`src/rtl/nested_count.sv`:
```
// rtl/nested_count.sv - two-level sweep counter (inner count x passes) with pause and abort
// Down counting is compiled in only when NESTED_COUNT_DOWN_EN is defined.
module nested_count #(
  parameter int WIDTH     = 3,
  parameter int INNER_MAX = 7,
  parameter int PASS_W    = 2,
  parameter int PASSES    = 3
) (
  input  logic              clk,
  input  logic              rst,
  input  logic              start,
  input  logic              pause,
  input  logic              abort,
  input  logic              dir,
  output logic [WIDTH-1:0]  count,
  output logic [PASS_W-1:0] pass,
  output logic              busy,
  output logic              wrap,
  output logic              done
);

  localparam logic [WIDTH-1:0]  IMAX      = WIDTH'(INNER_MAX);
  localparam logic [PASS_W-1:0] LAST_PASS = PASS_W'(PASSES - 1);

  typedef enum logic [1:0] {
    S_IDLE  = 2'd0,
    S_RUN   = 2'd1,
    S_PAUSE = 2'd2
  } state_t;

  state_t            state_q, state_d;
  logic [WIDTH-1:0]  count_q, count_d;
  logic [PASS_W-1:0] pass_q, pass_d;
  logic              busy_q, busy_d;
  logic              wrap_q, wrap_d;
  logic              done_q, done_d;

  // down_new: direction for a run being accepted now; down_run: direction of the active run
  logic down_new, down_run;

`ifdef NESTED_COUNT_DOWN_EN
  logic dir_q;
  assign down_new = dir;
  assign down_run = dir_q;

  always_ff @(posedge clk or negedge rst) begin
    if (!rst) begin
      dir_q <= 1'b0;
    end else if (state_q == S_IDLE && start && !abort) begin
      dir_q <= dir;
    end
  end
`else
  logic dir_unused;
  assign dir_unused = dir;
  assign down_new   = 1'b0;
  assign down_run   = 1'b0;
`endif

  logic [WIDTH-1:0] term_val, reload_val, start_val;
  assign term_val   = down_run ? '0 : IMAX;
  assign reload_val = down_run ? IMAX : '0;
  assign start_val  = down_new ? IMAX : '0;

  // A PAUSE cycle with pause low behaves exactly like a RUN cycle, so resuming loses no edge.
  always_comb begin
    state_d = state_q;
    count_d = count_q;
    pass_d  = pass_q;
    wrap_d  = 1'b0;
    done_d  = 1'b0;
    case (state_q)
      S_IDLE: begin
        if (start && !abort) begin
          state_d = S_RUN;
          count_d = start_val;
          pass_d  = '0;
        end
      end
      S_RUN, S_PAUSE: begin
        if (abort) begin
          state_d = S_IDLE;
          count_d = '0;
          pass_d  = '0;
        end else if (pause) begin
          state_d = S_PAUSE;
        end else begin
          state_d = S_RUN;
          if (count_q != term_val) begin
            count_d = down_run ? count_q - WIDTH'(1) : count_q + WIDTH'(1);
          end else if (pass_q != LAST_PASS) begin
            count_d = reload_val;
            pass_d  = pass_q + PASS_W'(1);
            wrap_d  = 1'b1;
          end else begin
            state_d = S_IDLE;
            done_d  = 1'b1;
          end
        end
      end
      default: begin
        state_d = S_IDLE;
        count_d = '0;
        pass_d  = '0;
      end
    endcase
    busy_d = (state_d != S_IDLE);
  end

  always_ff @(posedge clk or negedge rst) begin
    if (!rst) begin
      state_q <= S_IDLE;
      count_q <= '0;
      pass_q  <= '0;
      busy_q  <= 1'b0;
      wrap_q  <= 1'b0;
      done_q  <= 1'b0;
    end else begin
      state_q <= state_d;
      count_q <= count_d;
      pass_q  <= pass_d;
      busy_q  <= busy_d;
      wrap_q  <= wrap_d;
      done_q  <= done_d;
    end
  end

  assign count = count_q;
  assign pass  = pass_q;
  assign busy  = busy_q;
  assign wrap  = wrap_q;
  assign done  = done_q;

endmodule

```
`config.mk`:
```
export PLATFORM = sky130hd
export DESIGN_NAME = nested_count
export DESIGN_NICKNAME = d
export VERILOG_FILES = /design/src/rtl/nested_count.sv
export SDC_FILE = /design/constraint.sdc
export NUM_CORES = 1
export LEC_CHECK = 0
export CAP_MARGIN = 20
export CORE_MARGIN = 2
export CORE_UTILIZATION = 35
export DETAILED_ROUTE_END_ITERATION = 12
export PLACE_DENSITY = 0.65
export SYNTH_ARGS = -nofsm -noshare
export SYNTH_HDL_FRONTEND = slang
export SYNTH_SLANG_ARGS = --single-unit
```
`constraint.sdc`:
```
create_clock -name clk -period 2.1 [get_ports clk]
set_clock_uncertainty 0.1 [all_clocks]
set_input_delay 0.42 -clock clk [delete_from_list [all_inputs] [get_ports clk]]
set_output_delay 0.42 -clock clk [all_outputs]
set_load 0.1 [all_outputs]
```
Run 1, wiring by layer:
Drawn at 10 px/um. Only two layers are drawn.
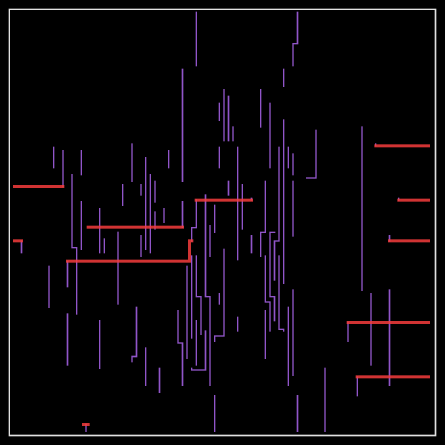
layer	colour	wire length
M3	red	62.5 um
M2	purple	410 um
detailed-route via count: 388
WL/cell: 12.1 um
drt total wl: 907 um
Overall Global Routing Usage: 0.126

Run 1, placed standard cells:
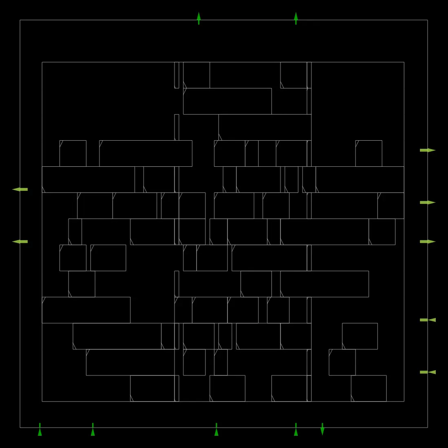
row cnt: 13
Seq area share: 0.377

Run 1, logic cells by family:
Drawn at 10 px/um.
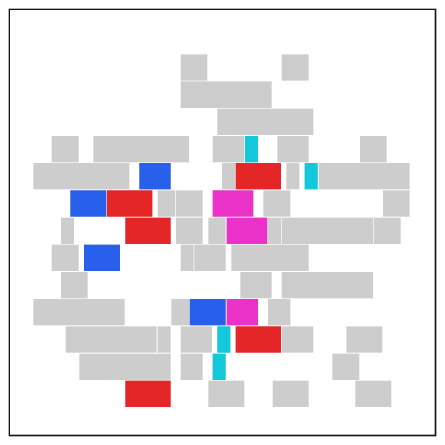
family	colour	cells
and/or cells	magenta	3
non-inverting ao/oa cells	blue	4
fa/ha/maj cells	red	5
inv cells	cyan	4
Finished Layout Cells: 75
Comb/total area: 0.375
most frequent logic cell in the layout: buf_4

Run 1, wiring heat map:
Drawn at 6 px/um. 8 x 8 tiles, from dark purple (low) to yellow (high), scaled to the fullest tile. Values are wire area over tile area, all layers added.
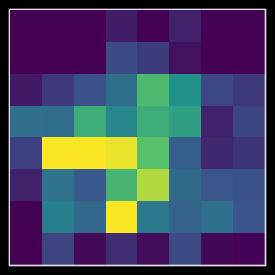
tiles over half the peak	19%
fullest tile	0.30
densest ninth of the die	centre

==> run notes, run 1 <==
run results: Flop pwr share=0.315, critical path start-end classification=register to register, CP bufs+invs=0, layout cell share with drive strength beyond 1=0.367, Power Sequential=256 uW, Leak=0.317 nW, Yosys top cell by area=dfrtp_1, Port Buffers=12, PwrDens=1200 nW/um2, Setup TNS Final=0 ns, worst setup path start=count[0], Final Power=812 uW, Simple-Gate Area Share=0.135, FMAX=0.618 GHz, status=finished, final reports clean, Max-area cell class=flip-flops and latches, DRT met1 WL=415 um, Synth Area in Adders=0.121, clkbuf count=4, Num CTS Buffers=3, most frequent CP cell=ha_1, Post-Synthesis Cell Area=518 um2, syn nets=54, Fillers=124, Worst path max stage delay=0.42 ns, min Tclk post-route=1.62 ns, Int Pwr=441 uW, Synth Instances=43, cts hold-fix bufs=0, Logic inverters=4, switching share of power=0.457, CP Max Fanout=4, tool warnings=28, Yosys top cell area share=0.483, critical path data required time=2.15 ns, WL met3=62 um, Commonest cells post-synth=10 x dfrtp_1, 5 x ha_1, 4 x inv_1, 4 x nor2_1, 3 x o2bb2ai_1, mux share=0, NonClk Buf Share=0.160, Nets=72, Crit-path slowest cell=dfrtp_2, Final GP Congestion=0.764, ClkCell Share=0.0390, Combinational Power Share=0.522, setup slack after layout=0.481 ns
==> run 2, diff against run 1 <==
- clock period: 2.1 -> 1.5 ns (I/O delays scaled with it)
Run 2, cells by drive strength:
Drawn at 10 px/um.
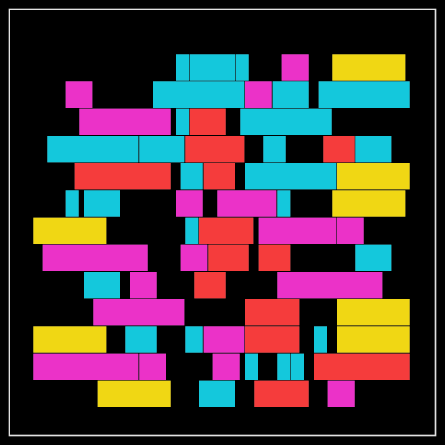
size	colour	cells	share
x6 and larger	yellow	8	12%
x3 and x4	magenta	18	27%
x1 and smaller	cyan	27	41%
x2	red	13	20%
area grow syn2layout: 73.4%
design area: 898 um2
Buffers excl. clock: 19

==> run notes, run 2 <==
run results: DR DRC count=0, Flop pwr share=0.268, Avg Cell Area, Syn=12.0 um2, tool warnings=31, Yosys top cell by area=dfrtp_1, Overall Global Routing Usage=0.173, NonClk Buf Share=0.281, status=complete, but fails checks, FMAX=0.627 GHz, Commonest cells post-synth=10 x dfrtp_1, 5 x ha_1, 4 x inv_1, 4 x nor2_1, 3 x o2bb2ai_1, setup slack after layout=-0.0940 ns, drt total wl=1.16 mm, ClkCell Share=0.0292, Yosys top cell area share=0.483, Setup TNS Final=-0.311 ns, Max-area cell class=multi-input combinational cells, Post-Synthesis Cell Area=518 um2, Combinational Power Share=0.587, row cnt=13, Num CTS Buffers=3, PwrDens=1520 nW/um2, DRT met1 WL=453 um, critical path data required time=1.56 ns, syn nets=54, min Tclk post-route=1.59 ns, Leak=0.371 nW, Synth Area in Adders=0.121, failing checks=negative setup slack, CP bufs+invs=0, mux share=0, Simple-Gate Area Share=0.135, Comb/total area=0.358, CP Max Fanout=4, Worst path max stage delay=0.42 ns, detailed-route via count=437, critical path start-end classification=register to register, Final Power=1.37 mW, layout cell share with drive strength beyond 1=0.591, most frequent CP cell=ha_4, Final GP Congestion=0.668, WL/cell=14.4 um, Crit-path slowest cell=dfrtp_4, final setup fails=7, WL met3=55 um
Run 2, placed standard cells:
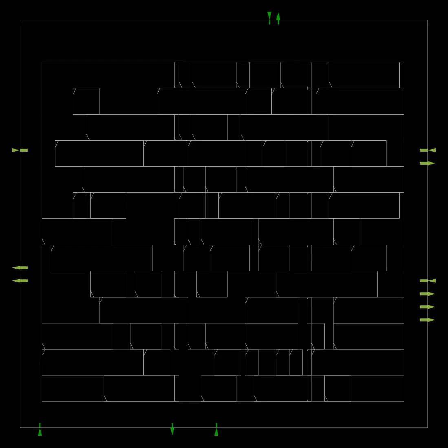
fin util: 0.674
Finished Layout Cells: 81
Seq area share: 0.294
area of the core: 1330 um2

No activity file was given, so power comes from the tool's default toggle rates.
